<file path="src/rtl/i2c_glitch_filter.sv">
// Two-line I2C input conditioner: synchronizes SCL/SDA, rejects pulses shorter than
// FILTER_LEN clocks, and flags filtered SCL edges plus START/STOP conditions.
module i2c_glitch_filter #(
   parameter int FILTER_LEN = 4,
   parameter int CNT_W      = 8
) (
   input  logic             wb_clk_i,
   input  logic             wb_rst_n_i,
   input  logic             scl_i,
   input  logic             sda_i,
   input  logic             filter_en_i,
   input  logic             glitch_cnt_clr_i,
   output logic             scl_o,
   output logic             sda_o,
   output logic             scl_rise_o,
   output logic             scl_fall_o,
   output logic             start_o,
   output logic             stop_o,
   output logic [CNT_W-1:0] glitch_cnt_o
);

   localparam int              CW      = $clog2(FILTER_LEN);
   localparam logic [CW-1:0]   CNT_MAX = CW'(FILTER_LEN - 1);
   localparam logic [CNT_W:0]  GMAX    = {1'b0, {CNT_W{1'b1}}};

   function automatic logic [CNT_W-1:0] sat_add(input logic [CNT_W-1:0] base,
                                                input logic [1:0]       inc);
      logic [CNT_W:0] sum;
      sum = {1'b0, base} + (CNT_W+1)'(inc);
      return (sum > GMAX) ? {CNT_W{1'b1}} : sum[CNT_W-1:0];
   endfunction

   // Bit 0 carries SCL, bit 1 carries SDA throughout.
   logic [1:0]         raw;
   logic [1:0]         sync1;
   logic [1:0]         sync2;
   logic [1:0]         filt;
   logic [1:0]         filt_nxt;
   logic [1:0]         rej;
   logic [1:0]         rej_sum;
   logic [1:0][CW-1:0] cnt;
   logic [1:0][CW-1:0] cnt_nxt;

   assign raw = {sda_i, scl_i};

   always_comb begin
      filt_nxt = filt;
      rej      = '0;
      cnt_nxt  = '0;
      for (int i = 0; i < 2; i++) begin
         if (!filter_en_i) begin
            filt_nxt[i] = sync2[i];
         end else if (sync2[i] == filt[i]) begin
            // A run that ends before reaching FILTER_LEN is a rejected glitch.
            rej[i] = (cnt[i] != '0);
         end else if (cnt[i] == CNT_MAX) begin
            filt_nxt[i] = ~filt[i];
         end else begin
            cnt_nxt[i] = cnt[i] + 1'b1;
         end
      end
   end

   assign rej_sum = {1'b0, rej[0]} + {1'b0, rej[1]};

   always_ff @(posedge wb_clk_i or negedge wb_rst_n_i) begin
      if (!wb_rst_n_i) begin
         sync1        <= '1;
         sync2        <= '1;
         filt         <= '1;
         cnt          <= '0;
         scl_rise_o   <= 1'b0;
         scl_fall_o   <= 1'b0;
         start_o      <= 1'b0;
         stop_o       <= 1'b0;
         glitch_cnt_o <= '0;
      end else begin
         sync1      <= raw;
         sync2      <= sync1;
         filt       <= filt_nxt;
         cnt        <= cnt_nxt;
         scl_rise_o <= filt_nxt[0] & ~filt[0];
         scl_fall_o <= ~filt_nxt[0] & filt[0];
         // START/STOP only when SCL stays high across the same update.
         start_o    <= filt[1] & ~filt_nxt[1] & filt[0] & filt_nxt[0];
         stop_o     <= ~filt[1] & filt_nxt[1] & filt[0] & filt_nxt[0];
         if (glitch_cnt_clr_i)
            glitch_cnt_o <= '0;
         else
            glitch_cnt_o <= sat_add(glitch_cnt_o, rej_sum);
      end
   end

   assign scl_o = filt[0];
   assign sda_o = filt[1];

endmodule

</file>
<file path="config.mk">
export PLATFORM = sky130hd
export DESIGN_NAME = i2c_glitch_filter
export DESIGN_NICKNAME = d
export VERILOG_FILES = /design/src/rtl/i2c_glitch_filter.sv
export SDC_FILE = /design/constraint.sdc
export NUM_CORES = 1
export LEC_CHECK = 0
export CORE_MARGIN = 2
export CORE_UTILIZATION = 40
export CTS_CLUSTER_SIZE = 25
export DETAILED_ROUTE_END_ITERATION = 10
export GPL_ROUTABILITY_DRIVEN = 0
export HOLD_SLACK_MARGIN = 0.08
export PLACE_DENSITY = 0.71
export SYNTH_ARGS = -nofsm -noshare
export SYNTH_HDL_FRONTEND = slang
export SYNTH_SLANG_ARGS = --single-unit
</file>
<file path="constraint.sdc">
create_clock -name wb_clk_i -period 4.9 [get_ports wb_clk_i]
set_clock_uncertainty 0.1 [all_clocks]
set_input_delay 0.98 -clock wb_clk_i [delete_from_list [all_inputs] [get_ports wb_clk_i]]
set_output_delay 0.98 -clock wb_clk_i [all_outputs]
set_load 0.05 [all_outputs]
</file>
run_1/final_congestion.png
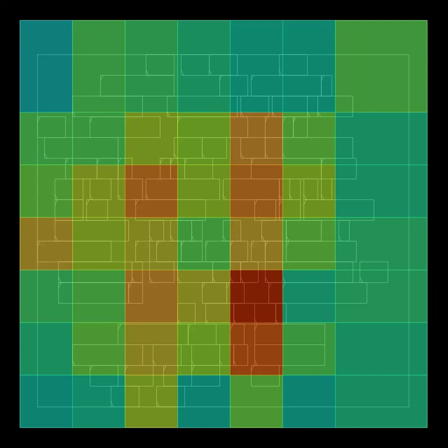
global-route met3 utilization: 0.05085
GR Layer Usage met1: 0.1823

run_1/clock_map.png
Drawn at 10 px/um.
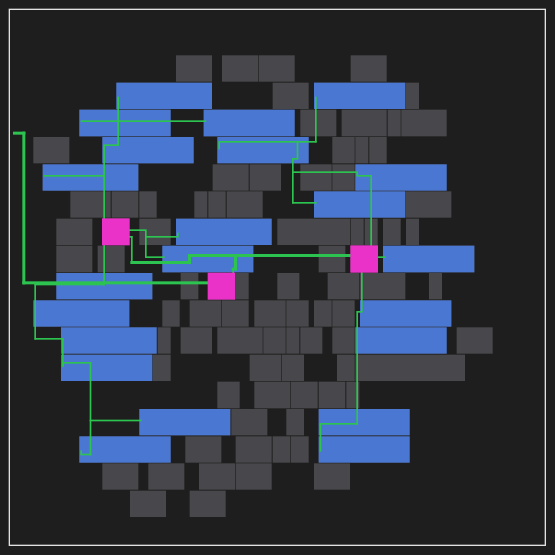
legend:
  flip-flops:
    colour: blue
    count: 22
  clock wires:
    colour: green
    length: 217 um
  cells driving clock nets:
    colour: magenta
    count: 3
routed clock nets: 4

run_1/gate_families.png
Drawn at 8 px/um.
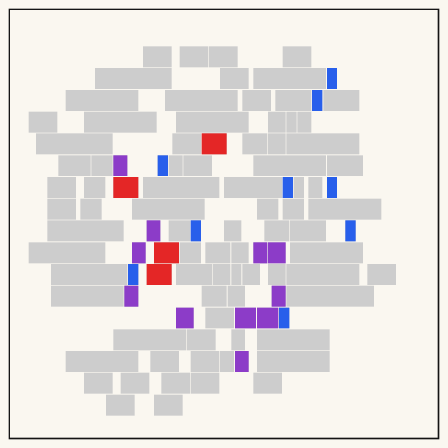
legend:
  inverters:
    colour: blue
    cells: 9
  inverting AOI/OAI gates:
    colour: purple
    cells: 11
  XOR/XNOR gates:
    colour: red
    cells: 4

-- run 1: critical path: stages --
cell             delay (ps)
clkdlybuf4s50_1         590
or3b_2                  490
fa_1                    440
inv_1                    70
ha_1                    210
and4_2                  270
nand4_1                 220
a21oi_1                 210
-- run 1: metal layers --
layer,up-vias,GRT usage,wire length [um]
met5,-,0,0
met4,0,0.04274,14
met3,2,0.05085,56
met2,8,0.2181,812
met1,332,0.1823,788
li1,331,-,-
-- run 1: cell usage in the layout (no fill, tap or decap), types with 2 or more instances in the layout --
master            n
nand2b_1          2
dfstp_2           6
inv_1             9
o21ai_0           2
nor3b_1           2
clkbuf_4          3
clkdlybuf4s50_1  19
a211oi_1          2
ha_1              5
or3b_2            2
a21oi_1           5
dfrtp_1          16
and3_1            2
nor3_1            4
xor2_1            3
nand2_1           3
or3_1             2
a31oi_1           2
==> results.sh, run 1 <==
# flow metrics
export IMPL_synth_compound_area_share=0.06394
export IMPL_drt_total_wl_mm=1.672
export IMPL_p_leak_nw=0.5338
export IMPL_seqCellArea_um2=558.0
export IMPL_edf_count=0
export IMPL_simple_gate_area_frac=0.1854
export IMPL_slew_violations=0
export IMPL_setup_slack_ps=1560
export IMPL_n_antenna_cell=0
export IMPL_area_leaders="dfrtp_1, dfstp_2, ha_1"
export IMPL_status="completed"
export IMPL_avgViaCountPerCell=5.098
export IMPL_tns_ps=0
export IMPL_min_period_ps=3340
export IMPL_finalPower_uw=395.1
export IMPL_seq_cell_power_uw=201
export IMPL_whs_endpoint="sync2[0]"
export IMPL_hold_viol=0
export IMPL_rsz0062_at_grt="false"
export IMPL_top_power_group="registers"
export IMPL_syn_area_um2=978.4
export IMPL_period_used=0.6816
export IMPL_die_area_um2=2858
export IMPL_placed_area_um2=1200
export IMPL_ctsHoldBuffers=0
export IMPL_grt_max_degree=23
==> run 2: changes to the inputs <==
Clock period 4.9 ns to 3.1 ns, I/O delays scaled along.
run_2/port_nets.png
Drawn at 10 px/um.
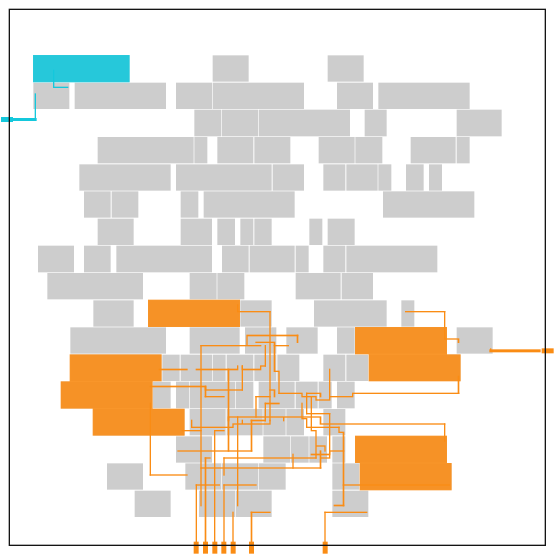
legend:
  `glitch_cnt_o`:
    colour: orange
    bits: 8
    direction: output
    edge: 7 south, 1 east
    end_cells: 8
    buffers: 8
    wire: 327 um
  `sda_i`:
    colour: cyan
    bits: 1
    direction: input
    edge: west
    end_cells: 1
    buffers: 1
    wire: 7.70 um

run_2/wire_density.png
Drawn at 8 px/um. 11 x 11 tiles, from white (low) to dark blue (high), scaled to the fullest tile. Values are wire area over tile area, all layers added.
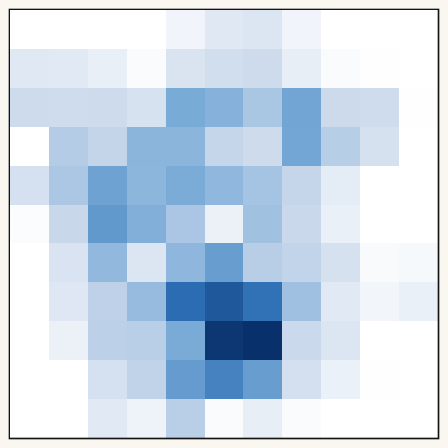
emptiest ninth of the die: south-east
mean over tiles: 0.092
tiles over half the peak: 11%

==> run 2 against run 1 <==
Net effect: synthesized area is the same; worst hold slack lost 3.8 ps; highest routed layer unchanged; routed wire length grew 0.60%; power grew 43%; cell count grew 3.0%; worst setup slack lost 1300 ps; sequential cell count is the same; first-iteration DRC count grew 110%; register-to-register slack lost 1700 ps; utilization grew 0.61 points; critical path depth is the same; non-clock buffer count grew 4; largest power group unchanged.
==> results.sh, run 2 <==
# flow metrics
export IMPL_finalPower_uw=566.1
export IMPL_ctsHoldBuffers=0
export IMPL_seq_cell_power_uw=319
export IMPL_status="completed"
export IMPL_grt_busiest_layer="met2"
export IMPL_layout_cells_most_common_list="clkdlybuf4s50_1, dfrtp_1, inv_1"
export IMPL_avgViaCountPerCell=5.074
export IMPL_hold_viol=0
export IMPL_period_used=0.9106
export IMPL_p_leak_nw=0.5467
export IMPL_top_power_group="registers"
export IMPL_final_common_cell="clkdlybuf4s50_1"
export IMPL_die_area_um2=2858
export IMPL_syn_area_um2=978.4
export IMPL_slew_violations=0
export IMPL_edf_count=0
export IMPL_whs_endpoint="sync2[0]"
export IMPL_grt_max_degree=22
export IMPL_area_leaders="dfrtp_1, dfstp_2, ha_1"
export IMPL_min_period_ps=2823
export IMPL_rsz0062_at_grt="false"
export IMPL_drt_total_wl_mm=1.682
run_2/gate_families.png
Drawn at 8 px/um.
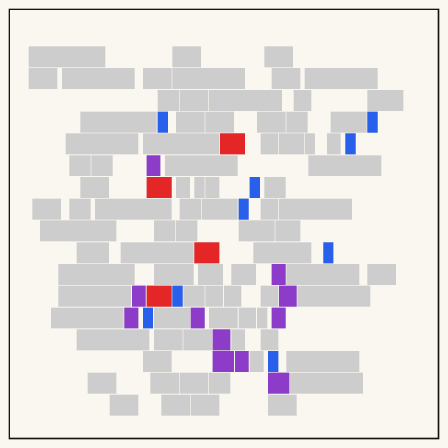
legend:
  inverting AOI/OAI gates:
    colour: purple
    cells: 11
    where: south
  inverters:
    colour: blue
    cells: 9
  XOR/XNOR gates:
    colour: red
    cells: 4
    where: centre

==> run 2: logic make-up after synthesis <==
kind of cell,synth area share
buf+inv,0.03836
fa+ha+maj,0.08440
compound gates,0.06393
mux,0.02174
flops,0.5703
simple gates,0.1854
xor+xnor,0.03581
==> run 2: metal layers <==
layer	wire length, um	up-vias
met2	782	20
met5	0	-
met4	29	0
met3	62	4
met1	808	326
li1	-	340
==> run 2: cell type report <==
type,instances,share of cell area
Inverter,9,0.02668
Clock buffer,4,0.02866
Tap cell,28,0.02767
Multi-Input combinational cell,50,0.3024
Timing Repair Buffer,23,0.1739
Sequential cell,22,0.4407
==> run 2: critical path: stages <==
cell,delay (ps)
clkdlybuf4s50_1,520
or3b_2,470
fa_1,440
inv_1,70
ha_1,150
and4_2,250
nand4_1,220
a21oi_1,200
Power is estimated from default activity; no workload was simulated.
